Fig. 1: wire density map
Drawn at 2 px/um. The die is cut into 37 by 37 equal tiles; black is low, pale yellow is high, scaled to the fullest tile. Values are wire area over tile area, all layers added.
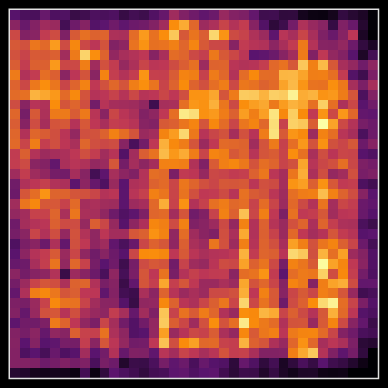
Fig. 2: cells by drive strength
Drawn at 2 px/um.
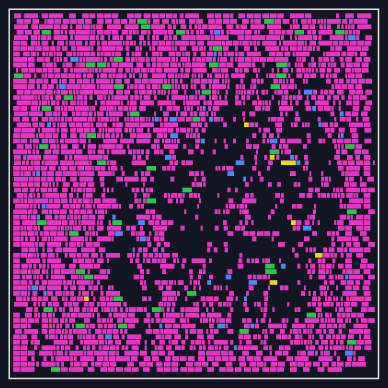
## config.mk

```make
export PLATFORM = sky130hd
export DESIGN_NAME = mul_issue_ctrl
export DESIGN_NICKNAME = d
export VERILOG_FILES = /design/src/rtl/mul_issue_ctrl.sv
export SDC_FILE = /design/constraint.sdc
export NUM_CORES = 1
export LEC_CHECK = 0
export CAP_MARGIN = 20
export CORE_UTILIZATION = 45
export CTS_BUF_LIST = sky130_fd_sc_hd__clkbuf_8
export DETAILED_ROUTE_END_ITERATION = 7
export GPL_TIMING_DRIVEN = 0
export HOLD_SLACK_MARGIN = 0.08
export PLACE_DENSITY_LB_ADDON = 0.3
export SYNTH_ARGS = -nofsm -noshare
export SYNTH_HDL_FRONTEND = slang
export SYNTH_SLANG_ARGS = --single-unit
```

## constraint.sdc

```tcl
create_clock -name Clk -period 5.7 [get_ports Clk]
set_input_delay 0.855 -clock Clk [delete_from_list [all_inputs] [get_ports Clk]]
set_output_delay 0.855 -clock Clk [all_outputs]
set_load 0.05 [all_outputs]
```

## src/rtl/mul_issue_ctrl.sv

```systemverilog
// mul_issue_ctrl: EX-side initiator for the pipelined Booth/CSA multiplier.
// The unit accepts an M-extension multiply and converts signed operands to
// magnitudes. It launches the array with a one-cycle token and stalls EX until
// the array signals completion. It then sign-corrects the 2*DATA_WIDTH product,
// selects the low or high half and returns the result with a one-cycle strobe.
// Optional build macro: MUL_ZERO_BYPASS_EN. When this macro is defined, a
// request with a zero operand skips the array and completes with result 0.
module mul_issue_ctrl #(
  parameter int DATA_WIDTH = 64,
  parameter int PIPE_LAT   = 5,
  parameter int TIMEOUT    = PIPE_LAT + 3
) (
  input  logic                      Clk,
  input  logic                      Rst,
  input  logic                      MulReq,
  input  logic [1:0]                MulOp,
  input  logic [DATA_WIDTH-1:0]     OpA,
  input  logic [DATA_WIDTH-1:0]     OpB,
  input  logic [4:0]                RdAddrIn,
  input  logic                      Flush,
  output logic [DATA_WIDTH-1:0]     MulA,
  output logic [DATA_WIDTH-1:0]     MulB,
  output logic [1:0]                MulHoldFlagToMul,
  input  logic                      MulHoldEndFromMul,
  input  logic [2*DATA_WIDTH-1:0]   SumFromMul,
  output logic                      MulStall,
  output logic                      MulResultValid,
  output logic [DATA_WIDTH-1:0]     MulResult,
  output logic [4:0]                MulRdAddr,
  output logic                      MulTimeoutErr
);

  localparam int PW    = 2 * DATA_WIDTH;
  localparam int CNT_W = $clog2(TIMEOUT + 1);

  typedef enum logic [2:0] {
    S_IDLE,
    S_LAUNCH,
    S_BUSY,
    S_DRAIN,
    S_DONE
  } state_t;

  state_t                  state_q;
  logic [1:0]              op_q;
  logic                    neg_q;
  logic [4:0]              rd_q;
  logic [CNT_W-1:0]        cnt_q;
  logic [DATA_WIDTH-1:0]   mul_a_q;
  logic [DATA_WIDTH-1:0]   mul_b_q;
  logic [DATA_WIDTH-1:0]   result_q;
  logic [1:0]              flag_q;
  logic                    err_q;

  logic                    sign_a_d;
  logic                    sign_b_d;
  logic [DATA_WIDTH-1:0]   mul_a_d;
  logic [DATA_WIDTH-1:0]   mul_b_d;
  logic [PW-1:0]           prod_d;
  logic [DATA_WIDTH-1:0]   result_d;
  logic                    accept;
  logic                    cnt_expired;

`ifdef MUL_ZERO_BYPASS_EN
  logic                    zero_d;
  assign zero_d = (OpA == '0) || (OpB == '0);
`endif

  // Operand magnitudes for the array and sign correction of the array product.
  always_comb begin
    // NOTE: every signal driven here gets a value on every path, so no latch is inferred.
    sign_a_d = 1'b0;
    sign_b_d = 1'b0;
    if (MulOp == 2'b01 || MulOp == 2'b10) sign_a_d = OpA[DATA_WIDTH-1];
    if (MulOp == 2'b01)                   sign_b_d = OpB[DATA_WIDTH-1];
    // Negating the most negative value wraps to 0x80..0, which is the correct magnitude.
    mul_a_d  = sign_a_d ? -OpA : OpA;
    mul_b_d  = sign_b_d ? -OpB : OpB;
    prod_d   = neg_q ? -SumFromMul : SumFromMul;
    result_d = (op_q == 2'b00) ? prod_d[DATA_WIDTH-1:0] : prod_d[PW-1:DATA_WIDTH];
  end

  assign accept      = MulReq && !Flush;
  assign cnt_expired = (cnt_q == CNT_W'(TIMEOUT - 1));

  // Issue FSM with registered operands, token, result and error flag.
  always_ff @(posedge Clk) begin
    // NOTE: reset is synchronous and active-low to match the array, which shares Rst.
    if (!Rst) begin
      state_q  <= S_IDLE;
      op_q     <= 2'b00;
      neg_q    <= 1'b0;
      rd_q     <= '0;
      cnt_q    <= '0;
      mul_a_q  <= '0;
      mul_b_q  <= '0;
      result_q <= '0;
      flag_q   <= 2'b00;
      err_q    <= 1'b0;
    end else begin
      // NOTE: non-blocking assignments so every register updates from pre-edge values.
      flag_q <= 2'b00;
      case (state_q)
        S_IDLE: begin
          if (accept) begin
            op_q    <= MulOp;
            rd_q    <= RdAddrIn;
            mul_a_q <= mul_a_d;
            mul_b_q <= mul_b_d;
            neg_q   <= sign_a_d ^ sign_b_d;
`ifdef MUL_ZERO_BYPASS_EN
            if (zero_d) begin
              result_q <= '0;
              state_q  <= S_DONE;
            end else
`endif
            begin
              flag_q  <= 2'b01;
              state_q <= S_LAUNCH;
            end
          end
        end
        S_LAUNCH: begin
          cnt_q <= '0;
          if (Flush) begin
            flag_q  <= 2'b10;
            state_q <= S_DRAIN;
          end else begin
            state_q <= S_BUSY;
          end
        end
        S_BUSY: begin
          cnt_q <= cnt_q + CNT_W'(1);
          if (MulHoldEndFromMul) begin
            result_q <= result_d;
            state_q  <= S_DONE;
          end else if (Flush) begin
            cnt_q   <= '0;
            flag_q  <= 2'b10;
            state_q <= S_DRAIN;
          end else if (cnt_expired) begin
            err_q   <= 1'b1;
            state_q <= S_IDLE;
          end
        end
        S_DRAIN: begin
          // The cancelled product is discarded; only the end pulse matters.
          cnt_q <= cnt_q + CNT_W'(1);
          if (MulHoldEndFromMul) begin
            state_q <= S_IDLE;
          end else if (cnt_expired) begin
            err_q   <= 1'b1;
            state_q <= S_IDLE;
          end
        end
        S_DONE:  state_q <= S_IDLE;
        default: state_q <= S_IDLE;
      endcase
    end
  end

  assign MulA             = mul_a_q;
  assign MulB             = mul_b_q;
  assign MulHoldFlagToMul = flag_q;
  assign MulResult        = result_q;
  assign MulRdAddr        = rd_q;
  assign MulTimeoutErr    = err_q;
  assign MulResultValid   = (state_q == S_DONE) && !Flush;
  assign MulStall         = ((state_q == S_IDLE) && accept) ||
                            (state_q == S_LAUNCH) || (state_q == S_BUSY);

endmodule

```

==> results.txt <==
Quick summary of the implementation run below.

The share of layout cells above drive strength 1 is 4.052%. For this block, wires on met1 add up to 30590 um. In this run the standard cell core region covers 32540 um^2. The area fraction in full adders, half adders and majority gates came out at 0.4205%. The worst-case vdd ir drop is 0.0002099 V. The first-pass GRT wire length is 126200 um.

The final period demand of the worst path is 5.243 ns. Clock tree synthesis selected as its root buffer the cell clkbuf_8. The via density per instance came out at 6.981. The average footprint of a synthesized cell is 7.537 um^2. The global routing met1 resource utilization is 57.84%. The multi-input logic portion of the cell area is 48.21%.

The number of buffers added for setup after CTS came out at 0. The remaining global-route overflow is 0. The number of hold violations in the final report is 0.

The worst-case clock skew came out at 0.03058 ns. The total placed instance area came out at 20130 um^2. The initial antenna violation count came out at 8.

For reference, the top logic cell family by area is simple AND/OR/NAND/NOR gates. The met2 routed wirelength is 38940 um. The via count of the first global-routing pass came to 19460. The power density over the cells came out at 246.7 nW/um^2. The pre-placement core utilization came out at 45.73%. By area, the class that comes first in the final layout consists of multi-input combinational cells. The largest driver fanout on the critical path is 10.

Data arrives at the worst endpoint at 5.77 ns. The number of clock buffers inserted by TritonCTS came out at 40. The synthesized-area fraction occupied by and/or/nand/nor cells came out at 28.69%. The footprint of the multi-input gates is 10080 um^2. The filler-free cell count of the finished design is 2967. The pre-CTS setup slack came out at 0.003627 ns.

The final report gives the core utilization as 64.30%. In the post-synthesis netlist, the biggest area contributors are dfxtp_1 28%, o21ai_0 5.5%, nand2_1 5.3%. Of the available clock period, the critical path in the final layout requires 91.98%. The worst setup path is captured at a flip-flop. The layout sequential cell count came out at 210.

The die area is 33790 um^2. The non-clock buffer count in the final layout came out at 605. The residual DRC count came out at 0. The number of inserted diodes came out at 8. The cell at the slowest stage of the critical path is nor4_2. The die span in y came out at 183.8 um. The final layout net count is 2762. Including well taps, the total number of placed cells is 2888.

The fraction of synthesized area in multiplexers is 2.590%. The and-or/or-and share of the synthesized area came out at 26.74%. The sequential fraction of design power is 32.7%.

The overall power of the completed layout is 5160 uW. The setup path with the least slack is of type primary input to flip-flop. CTS built an H-tree with a depth of 2.

The inserted tap cell count came out at 442. Walking the worst path, the cells encountered are clkdlybuf4s50_1 > nor4_1 > nand4_1 > nor4_2 > clkbuf_1 > buf_1 > a31oi_1 > xor2_1 > a21oi_1 > a21oi_1. The synthesized netlist net count came out at 2247. The xor/xnor cell area share of the yosys netlist is 9.301%. The final RePlAce weighted congestion came out at 1.125. The number of buffers inserted for hold repair after clock tree synthesis came out at 0. The detail route stage leaves a number of antenna-violating nets equal to 0. For this design, the sink count on the clock tree is 210. The first-pass iteration count of the detailed router came out at 7.

The met2 track demand over resource is 78.95%. For this block, the initial DRC count from the detailed router was 2861. Per STA, the library cell used most along the worst path is a21oi_1. The synthesized instance count came out at 1974. Across the whole layout, storage elements account for 4204 um^2.

Timing would allow up to 0.1907 GHz. After synthesis, the chip area reported by Yosys is 14880 um^2. The final layout report lists a clock buffer count of 45. The highest routing layer actually used is met5. The post-synthesis sequential area ratio came out at 28.26%. In this run the maximum-capacitance check reported violations numbering 0. The number of gates resized after cts came out at 0. Non-clock buffers make up 24.90% of the layout cell area. The sequential share of cell area came out at 20.10%. Setup slack on the critical path of the routed design comes to 0.4571 ns.

Per report_power, the combinational group accounts for 38.1% of the total. The number of cells in the yosys synthesis report is 1974. The number of ports placed on the die boundary came out at 470. The top cell type in the final layout, fill and taps aside, is clkdlybuf4s50_1. The number of synthesized flops with an enable pin came out at 0.

The flow ran to the end, and the final reports show no timing, DRC or antenna violations. The met3 layer usage reported by global route came out at 16.84%. In this run the most used layer during global routing was met2.
## Picture notes: Fig. 1
- fullest tile: 0.98
- nearly empty tiles: 0.60%
- emptiest ninth of the die: bottom left
- mean over tiles: 0.49
average wire per standard cell: 30.30 um
total wire length: 89900 um
total vias in the final route: 20710
global routing usage summed across all routing layers: 51.22%

## Picture notes: Fig. 2
- magenta: drive 1 or less (cells 2415; share 96%; most used clkdlybuf4s50_1)
- blue: drive 2 (cells 46; share 1.8%; most used or2_2)
- yellow: drive 3 to 4 (cells 7; share 0.28%)
- green: drive 6 and up (cells 49; share 1.9%; most used clkbuf_8)
fin area: 20920 um^2
Syn-to-layout area delta: 40.61%

[worst max-delay path: cells and delay by family]
family	cells	cell delay [ns]
AND/OR/NAND/NOR	3	2.35
buffers and inverters	3	1.71
AND-OR/OR-AND	3	0.62
XOR/XNOR	1	0.20
[synth_stat cells (6+ instances only)]
cell type    n
a211oi_1    10
or3_1       51
a31oi_1     47
a32o_1      12
a21oi_1    127
xor2_1      76
o31ai_1     35
o311ai_0     7
nor3b_1      7
nand2_1    209
a21boi_0    13
dfxtp_1    210
buf_1       14
nor4_1      62
inv_1       25
nand4_1     36
o211ai_1    23
mux2i_1     34
nor3_1      81
nand3_1     62
and2_1      12
o221ai_1    10
a221oi_1     7
and4_1       6
a22o_1       7
nand3b_1    10
o21ai_0    164
xnor2_1     82
o41ai_1     15
a22oi_1     11
nor2b_1     10
or4_1       51
clkbuf_1   116
or2_2       12
nor2_1     129
and3_1      16
o211a_1     56
nand2b_1    20
[final timing paths]
kind	startpoint	to	slack [ns]	cells after the start
worst min-delay path	MulResult[27]	MulResult[27]	0.45	2
worst max-delay path	SumFromMul[5]	MulResult[51]	0.46	10
worst min register to register	MulResult[27]	MulResult[27]	0.45	2
worst max register to register	op_q[0]	MulResult[39]	1.54	7
[sequential cells by signal (all words and copies together), names as in the netlist]
register / count
MulB: 64
op_q: 2
MulResult: 64
MulHoldFlagToMul: 2
MulA: 64
neg_q: 1
cnt_q: 4
MulTimeoutErr: 1
state_q: 3
MulRdAddr: 5
[power by group through the flow]
stage	logic (uW)	clock network, uW	registers (uW)
finish	1960	1510	1690
global route	2010	1550	1690
CTS	1890	1480	1680
detailed placement	1880	0	1710
global placement	1850	0	1700
floorplan	582	0	2120
Power figures rest on the tool's default switching activity, not on a simulated workload.
